Design sc_stream_sched_flat, sky130hd; sources not shown.
Figure 1. Cells by drive strength (run 1).
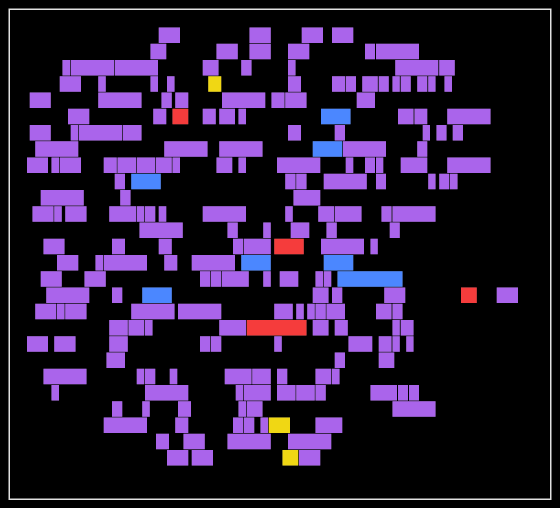
_0 and _1 cells: in purple, cells 206, share 94%, most used dfxtp_1. _6 and larger: in blue, cells 7, share 3.2%, most used clkbuf_8. _3 and _4 cells: in red, cells 4, share 1.8%, most used buf_4. _2 cells: in yellow, cells 3, share 1.4%.
Signal buffers: 24
Syn-to-layout area delta: 25.1%
final instance area: 2100 µm²

Figure 2. Met2 routing (run 1).
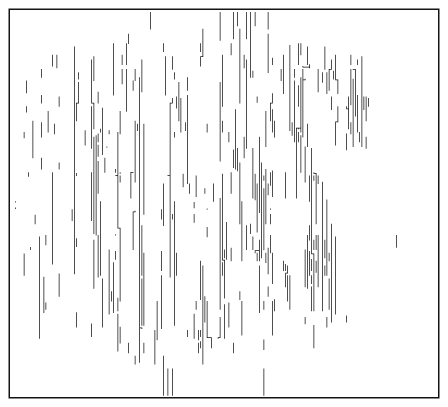
The layer carries 1,850 µm of wire. 184 nets have wire on it. The longest straight run is 60.2 µm. The wires run mostly vertical. The layer holds 46% of the routed length.
grt met2 use: 0.202
routed vias: 1,421
drt total wl: 4060 µm

Figure 3. Congestion heat map (run 1).
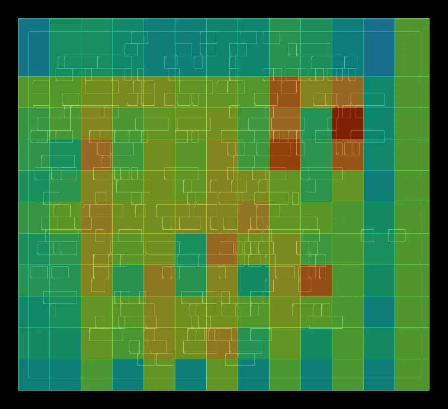
gr busiest metal: met2
met1 global-route usage: 0.149
Tot GR Track Use: 0.124
Core Util, Final: 0.321

Figure 4. Local utilization (run 1).
The bar under the picture is 20 µm long. 9 x 8 tiles, from dark blue (low) to red (high), 0 to 100% covered.
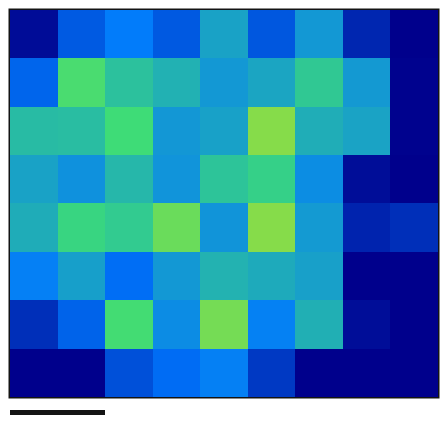
The emptiest ninth of the die: south-east. The fullest tile reaches 60%. The mean over all tiles is 27%. The densest ninth of the die: centre.
Init Core Util: 0.256
Core Box Area: 6550 µm²

==> results.cfg, run 1 <==
; synthesis and place-and-route metrics
[pwr]
swShare = 0.271
power_switching_uw = 83.4
p_seq_uw = 132
powerClk_uw = 129
powerDensity_nw_per_um2 = 147
ir_drop_v = 0.0000614
pg_comb_uw = 47.5
clkPwrFrac = 0.419
power_uw = 308
power_leader = registers
comb_power_share = 0.154
p_seq_frac = 0.427
intPower_uw = 225
leakage_nw = 0.823

[setup_path]
critPathLaunchType = register
cp.buffers_inverters = 1
crit_arrival_ps = 4500
reg2reg_slack_ps = 6250
crit_required_ps = 7640
cp_slowest_cell = clkdlybuf4s50_1
cpMostUsedCell = ha_1
cpLargestDelayFamily = buffers and inverters
critPathCaptureType = output port
slowest_delay_ps = 1120
ff2ff_path_depth = 11
worstPathMaxFanout = 4
timing.critical_path.cells = ha_1 > fa_1 > a211oi_1 > o21bai_1 > a21oi_1 > xnor2_1 > ha_1 > or4b_4 > o41ai_4 > and2_2 > clkdlybuf4s50_1
crit_type = register to output port
cp.depth = 11

[sta]
setup_tns_ps = 0
fin_crit_ps = 6660
tightestPinTransition_ps = 971
rsz0062_at_grt = no
slew_violations = 0
period_used_share = 0.680
hold_viol = 0
fmaxAchievable_ghz = 0.150
setup_viol = 0
relSlewSlack = 0.351

[cells_and_area]
largest_reg_flops = 8
fillers = 717
fin_nets = 244
lay_top_count = dfxtp_1
drive_above_1_share = 0.0636
n_antenna_cell = 0
final_cell_mix = dfxtp_1 (30), nor2_1 (26), clkdlybuf4s50_1 (22)

[clock_network]
h-tree-depth = 2
cts_tree = yes
cts_root_buf = clkbuf_8
clk_pin_slew_ps = 60
clkLatencyLatePin_ps = 280
post_cts_buffers = 0
post_cts_resized = 0
ctsHoldBuffers = 0
cts-buffers-inserted = 5
clockBufferDepth = 2
cts.sinks = 30

[die]
die_x_um = 90.4
chip_area_um2 = 7390
fp-row-count = 28
fp.dieH_um = 81.7
ios = 24

[detailed_routing]
avgViaCountPerCell = 4.58
ant_nets = 0
drt-initial-drc-count = 49
remaining_drc_errors = 0
wl_per_cell_um = 13.1
drt_first_pass_iters = 4

[synthesis]
async_reset_ff_frac = 0
topCellsByArea = dfxtp_1 (36%), ha_1 (8.2%), nor2_1 (5.8%)
syn-cell-area_um2 = 1680
edf_count = 0
yosys.area_share.xor_xnor = 0.0626
simple_gate_share = 0.268
ys_seq_frac = 0.358
synth_top_area_share = 0.358
avgSynthCellArea_um2 = 8.44
ys_sh_mux = 0.0417
logic_family = simple AND/OR/NAND/NOR gates
synth_top_cell_by_area = dfxtp_1
yosys_most_used_dff = dfxtp_1
synth_cell_types = 36
ys_ff = 30
synth_cells = 199
syn-num-nets = 223
synth-compound-area-share = 0.148
yosys_warnings = 0
ys_cells = 199
ys_chip_area_um2 = 1680
ys_sh_adder = 0.0939

[placement]
placed_cell_area_um2 = 1990
gp_congestion = 0.784
dp_hpwl_um = 2900
portBuffers = 22

[run_status]
outcome = finished clean

[flow_run]
cap_violations = 0
warnings = 28

[global_routing]
grt_max_degree = 32
grt_pass1_vias = 1382
grt_overflow = 0
antenna_found_initial = 0
grt_pass1_wl_um = 6820

[worst_hold_path]
hold_path_class = register to register
holdPathStages = 2
-- run 1: routing by layer --
metal / part of all wire / GRT usage / up-vias
li1: - / - / 741
met1: 0.50 / 0.149 / 655
met2: 0.46 / 0.202 / 18
met3: 0.027 / 0.0284 / 7
met4: 0.016 / 0.0538 / 0
met5: 0 / - / -
-- run 1: per-stage QoR --
step | setup slack, ps | hold WS [ps] | instances
after detailed placement | 3340 | 264 | 303
after CTS | 3100 | 276 | 310
after floorplan | 3270 | 244 | 199
after global routing | 2960 | 292 | 310
after global placement | 3350 | 261 | 303
final | 3140 | 271 | 310
-- run 1: final cells by class --
class,count,area [µm²],share of cell area
clock buffer,6,82.6,0.0393
clock inverter,1,30.0,0.0143
inverter,2,7.51,0.00357
multi-input combinational,157,1030,0.491
sequential,30,601,0.286
tap,90,113,0.0536
timing repair buffer,24,235,0.112
-- run 1: kinds of logic (layout without fill, tap and decap cells) --
logic type                 after synthesis  after routing
and+or+nand+nor                         88             88
xor gates and xnor gates                12             12
muxes                                    7              7
buffers and inverters                   12             33
AOI/OAI and AO/OA                       38             38
adders and majority gates               12             12
DFF                                     30             30
-- run 1: Yosys cell counts, types with 2 or more instances --
master,instances
clkbuf_1,5
nand4b_1,2
nor3b_1,3
mux2i_1,7
nand3b_1,3
a211oi_1,7
dfxtp_1,30
a31oi_1,2
nor3_1,2
buf_1,4
ha_1,11
nand3_1,15
and2_1,8
xnor2_1,4
nor2_1,26
xor2_1,8
o21ai_0,6
and3_1,3
nor2b_1,2
nand4_1,2
inv_1,2
a21oi_1,18
nand2_1,16
-- run 1: tightest hold or removal path: stages, from the launching register on --
cell and delay (ps):
dfxtp_1 310, nand3_1 60, a21oi_1 50
==> run 2, diff against run 1 <==
ABC_CLOCK_PERIOD_IN_PS = 6370   (was 9800)
clock period = 6.37 ns   (was 9.8 ns; I/O delays follow)
Figure 5. Met2 routing (run 2).
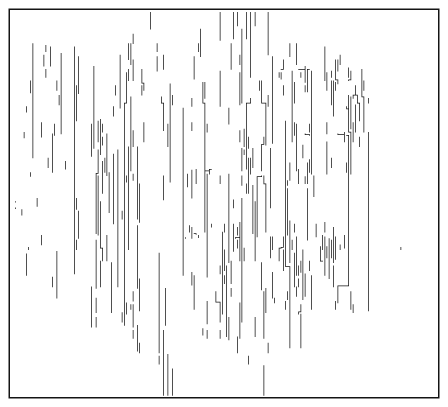
The layer carries 1,790 µm of wire. The longest straight run is 47.9 µm. The layer holds 44% of the routed length. The wires run mostly vertical. 186 nets have wire on it.
drt total wl: 4030 µm
routed vias: 1,417
grt met2 use: 0.194

==> results.cfg, run 2 <==
; synthesis and place-and-route metrics
[synthesis]
top_cell = dfxtp_1
ys_ff = 30
ys_cells = 199
yosys_warnings = 0
synth_top_cell_by_area = dfxtp_1
synth_top_area_share = 0.358
topCellsByArea = dfxtp_1 (36%), ha_1 (8.2%), nor2_1 (5.8%)
avgSynthCellArea_um2 = 8.44
synth_cells = 199
yosys-top-cells-count = dfxtp_1 (30), nor2_1 (26), a21oi_1 (18), nand2_1 (16), nand3_1 (15)
yosys_most_used_dff = dfxtp_1
ys_chip_area_um2 = 1680
synth_cell_types = 36
syn-cell-area_um2 = 1680
syn-num-nets = 223
async_reset_ff_frac = 0
edf_count = 0
ys_seq_frac = 0.358

[flow_run]
warnings = 28
cap_violations = 0

[sta]
hold_viol = 0
fmaxAchievable_ghz = 0.193
tightestPinTransition_ps = 973
rsz0062_at_grt = no
setup_tns_ps = 0
relSlewSlack = 0.349
fin_crit_ps = 5180
period_used_share = 0.813
slew_violations = 0
setup_viol = 0

[detailed_routing]
avgViaCountPerCell = 4.54
ant_nets = 0
remaining_drc_errors = 0
drt-initial-drc-count = 40
wl_per_cell_um = 12.9
drt_first_pass_iters = 4

[cells_and_area]
logic_area_um2 = 1030
n_antenna_cell = 0
final_cell_mix = dfxtp_1 (30), nor2_1 (26), clkdlybuf4s50_1 (21)
area_growth_syn_to_layout_pct = 24.4
drive_above_1_share = 0.0766
largest_reg_flops = 8
lay_top_count = dfxtp_1
fillers = 729
fin_nets = 245
regArea_um2 = 601

[die]
chip_area_um2 = 7390
fp-row-count = 28
die_x_um = 90.4
core-area_um2 = 6550
fp_util = 0.256
fp.dieH_um = 81.7
ios = 24

[clock_network]
post_cts_resized = 0
post_cts_buffers = 0
cts.sinks = 30
clockBufferDepth = 2
clk_pin_slew_ps = 70
cts-buffers-inserted = 5
h-tree-depth = 2
cts_tree = yes
ctsHoldBuffers = 0
clkLatencyLatePin_ps = 280
cts_root_buf = clkbuf_8

[pwr]
ir_drop_v = 0.000105
power_uw = 440
leakage_nw = 0.819
powerDensity_nw_per_um2 = 211

[worst_hold_path]
hold_path_class = register to register
holdPathStages = 2

[global_routing]
grt_overflow = 0
grt_usage = 0.126
antenna_found_initial = 0
grt_max_degree = 32
grt_pass1_vias = 1408
grt_pass1_wl_um = 7140

[run_status]
outcome = finished clean

[setup_path]
worstPathMaxFanout = 4
critPathCaptureType = output port
ff2ff_path_depth = 11
critPathLaunchType = register
crit_required_ps = 4900
crit_arrival_ps = 3700
reg2reg_slack_ps = 2800
crit_type = register to output port

[placement]
dp_hpwl_um = 2870
gp_congestion = 0.791
portBuffers = 22
==> run 2: cell counts after synthesis <==
No cell type changed its count.
==> run 2: power by group <==
group	total [mW]	internal, mW	switching (mW)
logic	0.0732	0.0259	0.0473
registers	0.203	0.195	0.00762
clock network	0.165	0.0868	0.0778
total	0.440	0.308	0.133
==> run 2: cells by family after synthesis <==
| logic type | after synthesis | synth area share |
|---|---|---|
| AOI/OAI and AO/OA | 38 | 0.148 |
| xor gates and xnor gates | 12 | 0.0626 |
| adders and majority gates | 12 | 0.0939 |
| buffers and inverters | 12 | 0.0276 |
| DFF | 30 | 0.358 |
| muxes | 7 | 0.0417 |
| and+or+nand+nor | 88 | 0.268 |
==> run 2: critical path: stages (launching register included) <==
cell and delay (ps):
dfxtp_1 330, ha_1 230, fa_1 420, a211oi_1 320, o21bai_1 130, a21oi_1 190, xnor2_1 220, ha_1 220
or4b_4 480, o41ai_4 420, and2_2 200, buf_4 280
==> run 2: area by class of cell <==
class                   instances  area share
clock buffers                   6      0.0395
repair buffers                 25       0.115
flip-flops and latches         30       0.288
multi-input cells             157       0.494
inverters                       2     0.00359
clock inverters                 2     0.00599
well taps                      90      0.0539
==> run 2: metal layers <==
metal  global-route usage  part of all wire
met3               0.0284             0.036
met1                0.170              0.52
met4               0.0323            0.0047
met2                0.194              0.44
met5                    -                 0
==> run 2: metrics by stage <==
stage | worst slack [ps] | instances | hold slack [ps] | area [µm²] | util
after floorplan | 1210 | 199 | 244 | 1680 | -
after global placement | 1480 | 304 | 261 | 1990 | 0.304
after detailed placement | 1490 | 304 | 267 | 1990 | 0.304
after CTS | 1150 | 312 | 279 | 2090 | 0.319
after global routing | 964 | 312 | 305 | 2090 | 0.319
final | 1190 | 312 | 275 | 2090 | 0.319
Power figures rest on the tool's default switching activity, not on a simulated workload.
